Fig. 1: signal wires on met3
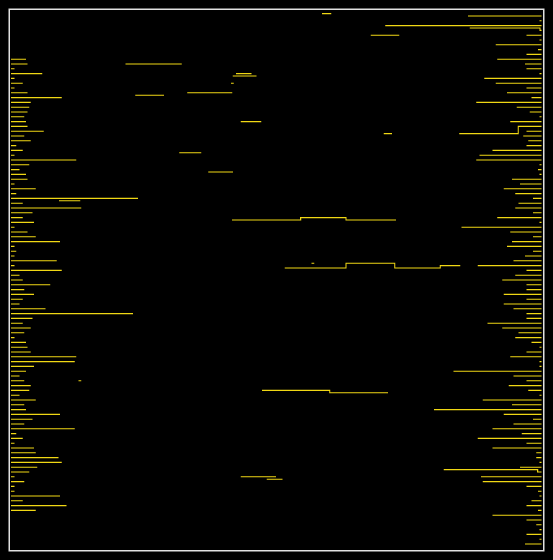
Fig. 2: gate-type map
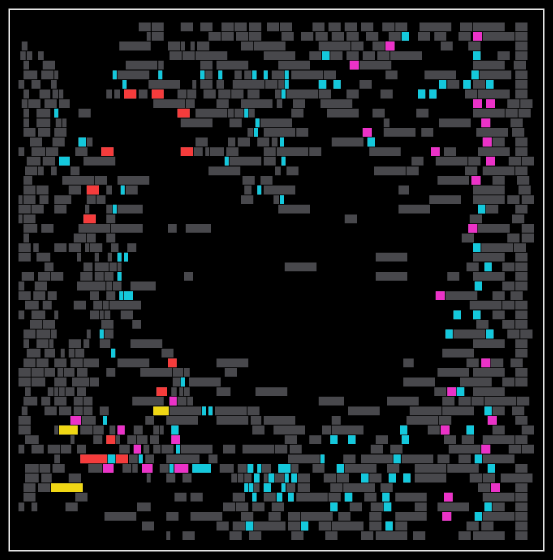
`src/rtl/mem_access_stage.sv`:
```
// MEM pipeline stage: data-memory req/ack access with byte/half lane steering and load extension,
// a timeout watchdog on the ack, and the registered MEM/WB outputs.
module mem_access_stage #(
  parameter int TIMEOUT = 16
) (
  input  logic        clk,
  input  logic        rst_n,
  input  logic [31:0] MEM_aluResult,
  input  logic [1:0]  MEM_RegDst,
  input  logic [1:0]  MEM_RegSrc,
  input  logic [1:0]  MEM_MemOp,
  input  logic        MEM_MemEXT,
  input  logic        MEM_MemWrite,
  input  logic        MEM_MemRead,
  input  logic [31:0] MEM_rfOut2,
  input  logic [31:0] MEM_rd,
  input  logic [31:0] MEM_rt,
  input  logic [31:0] MEM_PC,
  output logic        dm_req,
  output logic        dm_we,
  output logic [31:0] dm_addr,
  output logic [3:0]  dm_be,
  output logic [31:0] dm_wdata,
  input  logic        dm_ack,
  input  logic [31:0] dm_rdata,
  output logic        mem_stall,
  output logic [31:0] WB_aluResult,
  output logic [31:0] WB_memData,
  output logic [1:0]  WB_RegSrc,
  output logic [31:0] WB_PC,
  output logic [4:0]  WB_wreg,
  output logic        WB_RegWrite,
  output logic        addr_err,
  output logic        bus_err,
  output logic        debug_state
);

  localparam int CW = $clog2(TIMEOUT) + 1;
  localparam logic [CW-1:0] LAST_CNT = CW'(TIMEOUT - 1);

  // Memory handshake: dm_req is held high from issue until the cycle dm_ack is seen (or the
  // watchdog expires); the access completes on the edge where dm_req & dm_ack are both high.
  // An ack without a request is ignored. Upstream holds the MEM_* inputs while mem_stall is high.
  typedef enum logic {
    IDLE = 1'b0,
    WAIT = 1'b1
  } state_t;

  state_t        state, state_nxt;
  logic [CW-1:0] cnt, cnt_nxt;
  logic          req_raw;
  logic          timeout;

  logic        is_half, is_byte, is_word;
  logic        access, misaligned, is_load;
  logic [4:0]  wreg;
  logic        reg_write;
  logic [31:0] lane_shift;
  logic [15:0] half_lane;
  logic [31:0] load_data;
  logic        unused_bits;

  assign unused_bits = ^{MEM_rd[31:5], MEM_rt[31:5]};

  assign is_half    = (MEM_MemOp == 2'b01);
  assign is_byte    = (MEM_MemOp == 2'b10);
  assign is_word    = ~is_half & ~is_byte;
  assign access     = MEM_MemRead | MEM_MemWrite;
  assign misaligned = access & ((is_half & MEM_aluResult[0]) |
                                (is_word & (MEM_aluResult[1:0] != 2'b00)));
  assign is_load    = MEM_MemRead & ~MEM_MemWrite & ~misaligned;

  always_comb begin
    state_nxt = state;
    cnt_nxt   = cnt;
    req_raw   = 1'b0;
    timeout   = 1'b0;
    case (state)
      IDLE: begin
        if (access && !misaligned) begin
          req_raw = 1'b1;
          if (!dm_ack) begin
            state_nxt = WAIT;
            cnt_nxt   = CW'(1);
          end
        end
      end
      WAIT: begin
        req_raw = 1'b1;
        if (dm_ack) begin
          state_nxt = IDLE;
          cnt_nxt   = '0;
        end else if (cnt == LAST_CNT) begin
          timeout   = 1'b1;
          state_nxt = IDLE;
          cnt_nxt   = '0;
        end else begin
          cnt_nxt = cnt + CW'(1);
        end
      end
      default: begin
        state_nxt = IDLE;
        cnt_nxt   = '0;
      end
    endcase
  end

  // Reset must drop the request at once, even though IDLE would otherwise re-issue from held inputs.
  assign dm_req      = req_raw & rst_n;
  assign mem_stall   = dm_req & ~dm_ack;
  assign dm_we       = dm_req & MEM_MemWrite;
  assign dm_addr     = {MEM_aluResult[31:2], 2'b00};
  assign debug_state = (state == WAIT);

  always_comb begin
    dm_be    = 4'b1111;
    dm_wdata = MEM_rfOut2;
    if (is_half) begin
      dm_be    = MEM_aluResult[1] ? 4'b1100 : 4'b0011;
      dm_wdata = {2{MEM_rfOut2[15:0]}};
    end else if (is_byte) begin
      dm_be    = 4'b0001 << MEM_aluResult[1:0];
      dm_wdata = {4{MEM_rfOut2[7:0]}};
    end
  end

  assign lane_shift = dm_rdata >> {MEM_aluResult[1:0], 3'b000};
  assign half_lane  = MEM_aluResult[1] ? dm_rdata[31:16] : dm_rdata[15:0];

  always_comb begin
    load_data = dm_rdata;
    if (is_half) begin
      load_data = {{16{MEM_MemEXT & half_lane[15]}}, half_lane};
    end else if (is_byte) begin
      load_data = {{24{MEM_MemEXT & lane_shift[7]}}, lane_shift[7:0]};
    end
  end

  always_comb begin
    case (MEM_RegDst)
      2'b00:   wreg = MEM_rt[4:0];
      2'b01:   wreg = MEM_rd[4:0];
      2'b10:   wreg = 5'd31;
      default: wreg = 5'd0;
    endcase
  end

  assign reg_write = (MEM_RegDst != 2'b11) & ~MEM_MemWrite & ~misaligned & ~timeout &
                     (wreg != 5'd0);

  always_ff @(posedge clk or negedge rst_n) begin
    if (!rst_n) begin
      state <= IDLE;
      cnt   <= '0;
    end else begin
      state <= state_nxt;
      cnt   <= cnt_nxt;
    end
  end

  always_ff @(posedge clk or negedge rst_n) begin
    if (!rst_n) begin
      WB_aluResult <= '0;
      WB_memData   <= '0;
      WB_RegSrc    <= '0;
      WB_PC        <= '0;
      WB_wreg      <= '0;
      WB_RegWrite  <= 1'b0;
      addr_err     <= 1'b0;
      bus_err      <= 1'b0;
    end else begin
      addr_err <= misaligned & (state == IDLE);
      bus_err  <= timeout;
      if (mem_stall) begin
        WB_aluResult <= '0;
        WB_memData   <= '0;
        WB_RegSrc    <= '0;
        WB_PC        <= '0;
        WB_wreg      <= '0;
        WB_RegWrite  <= 1'b0;
      end else begin
        WB_aluResult <= MEM_aluResult;
        WB_memData   <= is_load ? load_data : 32'd0;
        WB_RegSrc    <= MEM_RegSrc;
        WB_PC        <= MEM_PC;
        WB_wreg      <= wreg;
        WB_RegWrite  <= reg_write;
      end
    end
  end

endmodule
```
`config.mk`:
```
export PLATFORM = sky130hd
export DESIGN_NAME = mem_access_stage
export DESIGN_NICKNAME = d
export VERILOG_FILES = /design/src/rtl/mem_access_stage.sv
export SDC_FILE = /design/constraint.sdc
export NUM_CORES = 1
export LEC_CHECK = 0
export CAP_MARGIN = 15
export CORE_AREA = 2 2 149 151
export DETAILED_ROUTE_END_ITERATION = 8
export DIE_AREA = 0 0 151 153
export GPL_ROUTABILITY_DRIVEN = 0
export RECOVER_POWER = 50
export SLEW_MARGIN = 5
export SYNTH_ARGS = -nofsm -noshare
export SYNTH_HDL_FRONTEND = slang
export SYNTH_SLANG_ARGS = --single-unit
```
`constraint.sdc`:
```
create_clock -name clk -period 1.8 [get_ports clk]
set_input_delay 0.18 -clock clk [delete_from_list [all_inputs] [get_ports clk]]
set_output_delay 0.18 -clock clk [all_outputs]
set_load 0.02 [all_outputs]
```
==> impl_metrics.env <==
# source this file to load flow results
export IMPL_outcome="complete, no violations"
export IMPL_dieArea_um2=23100
export IMPL_die_w_um=151
export IMPL_warning_count=84
export IMPL_routedWlPerCell_um=16.67
export IMPL_synthTopCellsByArea="dfrtp_1 (56%), buf_4 (6.1%), nor2b_1 (5.7%)"
export IMPL_cts_repair_resized=117
export IMPL_synth_main_ff_cell="dfrtp_1"
export IMPL_use_met1_pct=16.07
export IMPL_antenna_found_initial=0
export IMPL_max_slew_margin_pct=29.30
export IMPL_coreArea_um2=21490
export IMPL_ys_area_um2=5016
export IMPL_critPathCapture="mem_stall"
export IMPL_top_cell="dfrtp_1"
export IMPL_cell_internal_pwr_mw=4.640
export IMPL_power_frac_comb_pct=28.5
export IMPL_drc=0
export IMPL_top_area_share_pct=55.87
export IMPL_rrSetupSlack_ns=0.04
export IMPL_cts_buffers=9
export IMPL_fmax_mhz=567.1
export IMPL_clock_sinks=112
export IMPL_p_sw_share_pct=29.75
export IMPL_top_power_group="registers"
export IMPL_crit_path_max_fanout=5
export IMPL_num_clock_buffers=9
export IMPL_track_usage_pct=14.95
export IMPL_top_area_cell="dfrtp_1"
export IMPL_leakage_nw=3.926
export IMPL_tightest_slew_ns=1.061
export IMPL_worstPathCellList="or3_4 -> o311a_4 -> and2_4 -> buf_6"
export IMPL_hold_worst_slack_ns=0.3379
export IMPL_htreeDepth=3
export IMPL_fin_area_um2=8890
export IMPL_yosysSeqAreaShare_pct=55.87
export IMPL_utilization_pct=41.38
export IMPL_buf_share_pct=40.61
export IMPL_finalNetCount=987
export IMPL_num_tap_cells=280
export IMPL_flops=112
export IMPL_post_cts_repair_setup_buffers=5
export IMPL_place_area_um2=8610
Notes on Fig. 1 above:
main direction: horizontal
nets with wire on the layer: 218
wire length on this layer: 1670 um
met3 GRT Util: 4.657%
WL final: 17750 um

Notes on Fig. 2 above:
[and/or cells] magenta | cells: 29 | where: all over the die
[non-inverting ao/oa cells] red | cells: 12
[nor cells] cyan | cells: 98 | where: all over the die
[fa/ha/maj cells] yellow | cells: 3
most numerous logic cell after layout: clkdlybuf4s50_1
Comb area share: 20.06%
non-filler instance count after layout: 1065

==> registers in the layout, summed over array words and instances, names as in the netlist <==
| name | cells |
|---|---|
| debug_state | 1 |
| WB_PC | 32 |
| WB_RegWrite | 1 |
| WB_aluResult | 32 |
| bus_err | 1 |
| WB_memData | 32 |
| WB_RegSrc | 2 |
| WB_wreg | 5 |
| cnt | 5 |
| addr_err | 1 |
==> cell families (layout without fill, tap and decap cells) <==
logic type | count (synthesis) | in the layout | synth area share (%)
simple gates | 143 | 143 | 15.89
buf+inv | 79 | 411 | 9.903
fa+ha+maj | 3 | 3 | 0.7484
flops | 112 | 112 | 55.87
mux | 34 | 34 | 7.433
other cells | 1 | 2 | 0.07476
compound gates | 80 | 80 | 10.08
